===== config.mk =====
export PLATFORM = sky130hd
export DESIGN_NAME = pc_ir_psw_unit
export DESIGN_NICKNAME = d
export VERILOG_FILES = /design/src/rtl/pc_ir_psw_unit.sv
export SDC_FILE = /design/constraint.sdc
export NUM_CORES = 1
export LEC_CHECK = 0
export CAP_MARGIN = 0
export CORE_MARGIN = 2
export CORE_UTILIZATION = 41
export DETAILED_ROUTE_END_ITERATION = 6
export DONT_BUFFER_PORTS = 1
export GPL_TIMING_DRIVEN = 0
export PLACE_DENSITY_LB_ADDON = 0.15
export SLEW_MARGIN = 10
export SYNTH_ARGS = -nofsm -noshare
export SYNTH_HDL_FRONTEND = slang
export SYNTH_SLANG_ARGS = --single-unit

===== constraint.sdc =====
create_clock -name clk -period 2.9 [get_ports clk]
set_input_delay 0.725 -clock clk [delete_from_list [all_inputs] [get_ports clk]]
set_output_delay 0.725 -clock clk [all_outputs]
set_load 0.05 [all_outputs]

===== src/rtl/pc_ir_psw_unit.sv =====
// PC/IR/ALUOut/PSW register stage for the multicycle core: branch resolution, next-PC and memory-address muxing.
// Latency: registers update 1 cycle after their enables; mem_addr is combinational. No backpressure; the controller sequences the enables.
// Optional retired-instruction counter is enabled by defining PERF_CNT_EN; otherwise instr_cnt is tied to 0.
module pc_ir_psw_unit #(
    parameter int          W        = 16,
    parameter logic [W-1:0] RESET_PC = '0
) (
    input  logic         clk,
    input  logic         rst_n,
    input  logic         pc_write,
    input  logic         branch,
    input  logic [1:0]   pc_src,
    input  logic         ir_write,
    input  logic         iord,
    input  logic         psw_en,
    input  logic [W-1:0] alu_result,
    input  logic         alu_c,
    input  logic [W-1:0] reg_rs,
    input  logic [W-1:0] mem_rdata,
    output logic [W-1:0] opcode,
    output logic [W-1:0] pc,
    output logic [W-1:0] alu_out,
    output logic [W-1:0] mem_addr,
    output logic         psw_c,
    output logic         psw_z,
    output logic [W-1:0] instr_cnt
);

    logic         cond;
    logic         pc_load;
    logic [W-1:0] next_pc;

    // Condition is evaluated on the registered PSW, so a same-cycle psw_en sees old flags.
    always_comb begin
        cond = 1'b0;
        unique case (opcode[11:8])
            4'b0000: cond = psw_z;
            4'b0001: cond = ~psw_z;
            4'b0010: cond = psw_c;
            4'b0011: cond = ~psw_c;
            4'b1110: cond = 1'b1;
            default: cond = 1'b0;
        endcase
    end

    always_comb begin
        next_pc = alu_result;
        unique case (pc_src)
            2'b00: next_pc = alu_result;
            2'b01: next_pc = alu_out;
            2'b10: next_pc = {pc[W-1:11], opcode[10:0]};
            2'b11: next_pc = reg_rs;
            default: next_pc = alu_result;
        endcase
    end

    assign pc_load  = pc_write | (branch & cond);
    assign mem_addr = iord ? alu_out : pc;

    always_ff @(posedge clk) begin
        if (!rst_n) begin
            pc      <= RESET_PC;
            opcode  <= '0;
            alu_out <= '0;
            psw_c   <= 1'b0;
            psw_z   <= 1'b0;
        end else begin
            alu_out <= alu_result;
            if (pc_load)
                pc <= next_pc;
            if (ir_write)
                opcode <= mem_rdata;
            if (psw_en) begin
                psw_c <= alu_c;
                psw_z <= (alu_result == '0);
            end
        end
    end

`ifdef PERF_CNT_EN
    logic [W-1:0] cnt_q;

    // Saturates rather than wraps so a long run never reports a small count.
    always_ff @(posedge clk) begin
        if (!rst_n)
            cnt_q <= '0;
        else if (ir_write && (cnt_q != {W{1'b1}}))
            cnt_q <= cnt_q + 1'b1;
    end

    assign instr_cnt = cnt_q;
`else
    assign instr_cnt = '0;
`endif

endmodule


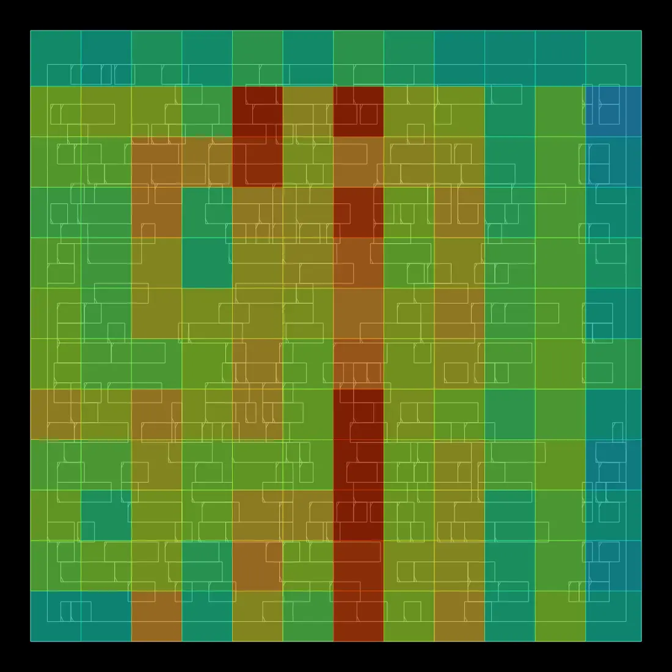
**Above:** congestion heat map.
most utilized layer in the global route result: met2
overall fraction of global-route tracks in use: 18.4%
Global Route met2 Usage: 30.3%
met3 Usage GRT: 6.63%

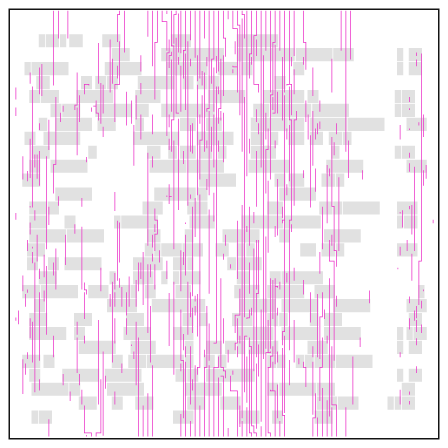
**Above:** met2 routing.
Cells faint in the background.
The wires run mostly vertical. The longest straight run is 59.2 um. 265 nets have wire on it. The layer holds 50% of the routed length.

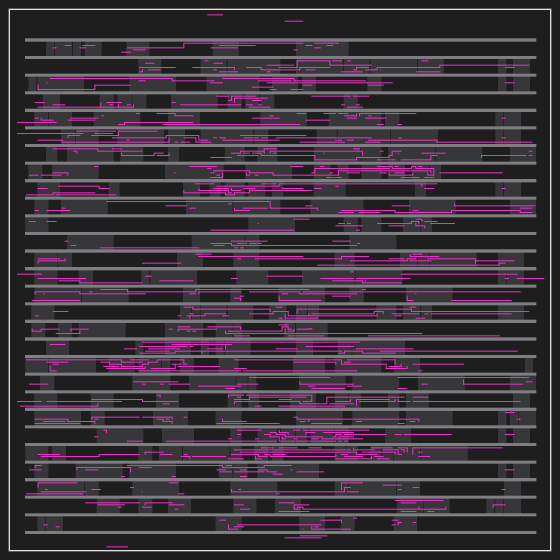
**Above:** metal 1.
Supply wires on this layer in gray. Cells faint in the background.
273 nets have wire on it. The layer carries 2740 um of wire.

==> summary.txt <==
Implementation results

The flow ran to the end, and the final reports show no timing, DRC or antenna violations. The vertical die size is 83.5 um. The worst-case clock skew is 0.0106 ns.

Per the detail_route log, met2 wirelength is 3.26 mm. The placed instance count is 323. For this block, wires on met1 add up to 2.74 mm. The worst-case setup margin in the final layout is between 0.15 and 0.2 ns. The worst supply voltage drop on vdd is 0.257 mV.

Yosys reported that registers with async set or reset make up 0%. The buffer share of cell area is 7.77%. The placement row count is 28. The number of antenna repair diodes is 0. Checking max transition, the worst relative margin is between 50% and 60%. For this run, the number of Yosys warnings is 0. The power report puts the leakage power at between 0.001 and 0.0015 uW.

Of the total standard cell area in the layout, the multi-input combinational portion is 50.4%. The maximum number of pins on one net before global-route repair is 15. The number of logic gates is around 170. In the final design database the tool counted 313 nets. In the placement report, post-DP HPWL is listed as 5.15 mm. According to the floorplan report, the total die area is approximately 0.0070 sq mm. The maximum buffer depth of the clock tree is 2. The final core utilization is 47.0%. The global-route congestion overflow total is 0. The clock latency of the later-clocked register in the worst-skew pair is 0.31 ns. The cell count of the worst hold path is 1.

The number of hold-slack violations in the final timing report is 0. The final tally of setup violations is 0. The transition time at the pin with the least slew margin is 0.737 ns. The placer's final routability congestion estimate is roughly 0.76. The and-or/or-and share of the synthesized area is 12.2%. Across all stage logs, warnings added up to 26. The proportion of synthesized chip area in sequential cells is between 30% and 40%. The synthesized area per cell is between 10 and 15 sq um. Based on the critical path, the design can be clocked at up to between 0.3 and 0.4 GHz. The fraction of met1 tracks used by global routing is 22.6%. The number of ordinary inverters in the final layout is 0. The horizontal extent of the die is 83.5 um.

The number of unique standard cell types used by synthesis is 30. In this run the number of H-tree levels came out at 2. Counting I/O delays and the setup requirement, the final critical path takes between 2 and 3 ns. The number of fill cells is 602. In this run the layout overhead on the synthesized area is reported as 9.31%. The count of vias placed by the detailed router is 1801. The first-pass GRT wire length is 9.86 mm. The TritonCTS clock tree is done. The startpoint-to-endpoint class of the critical path is in -> out. The number of nets with antenna violations after routing is 0. Logged for this run, the post-placement worst setup slack is 0.139 ns. STA classifies the critical path endpoint as an output pin. The cell chosen for the clock root is sky130_fd_sc_hd__clkbuf_8. The biggest area consumer among cell classes is combinational gates. The most critical hold endpoint after final layout shows a slack of 0.530 ns.

The final layout report lists a clock buffer count of 7. The worst-case reg-to-reg path depth is 4.
[worst paths after layout]
path         slack [ns]                    from                    end
max                0.18                    iord            mem_addr[7]
min                0.53           alu_result[1]  alu_out[1]$_SDFF_PN0_
max reg2reg        0.91  opcode[9]$_SDFFE_PN0P_    pc[14]$_SDFFE_PN0P_
min reg2reg        0.73      pc[5]$_SDFFE_PN0P_     pc[5]$_SDFFE_PN0P_
[kinds of logic (layout without fill, tap and decap cells)]
logic type | Yosys count | in the layout
buffers and inverters | 33 | 41
other | 1 | 16
AND/OR/NAND/NOR | 60 | 60
flip-flops | 50 | 50
AND-OR/OR-AND | 37 | 37
multiplexers | 52 | 52
[cell usage after synthesis, drive strengths merged, types with 6 or more instances]
cell type | count | area, sq um
clkbuf | 7 | 26.3
mux4 | 11 | 252
nor2b | 20 | 125
nand3 | 11 | 55.1
mux2 | 17 | 195
a21boi | 11 | 82.6
and2 | 16 | 100
buf | 26 | 194
mux2i | 24 | 240
o21ai | 11 | 88.8
dfxtp | 50 | 1000
a21oi | 6 | 33.8
[cell usage in the layout (no fill, tap or decap), drive strengths merged, types with 2 or more instances in the layout]
master   n
dfxtp   50
buf     26
mux2i   24
nor2b   20
mux2    17
and2    16
conb    16
clkbuf  14
nand3   11
a21boi  11
mux4    11
o21ai   11
a21oi    6
nor3     5
o221a    5
nor4     4
nor2     2
[where the power goes]
part	internal, uW	switching (uW)	leakage [uW]
Combinational	117	196	0.000689
Sequential	728	190	0.000414
Clock	193	229	0.0000482
Total	1040	614	0.00115
[flip-flops by register name (all words and copies together), names as in the netlist]
signal,flops
alu_out,16
opcode,16
pc,16
psw_c,1
psw_z,1
[worst max-delay path, delay by kind of cell]
kind / cells / cell delay [ns]
buffers and inverters: 2 / 0.75
multiplexers: 1 / 0.51
Power and IR drop assume default switching activity.
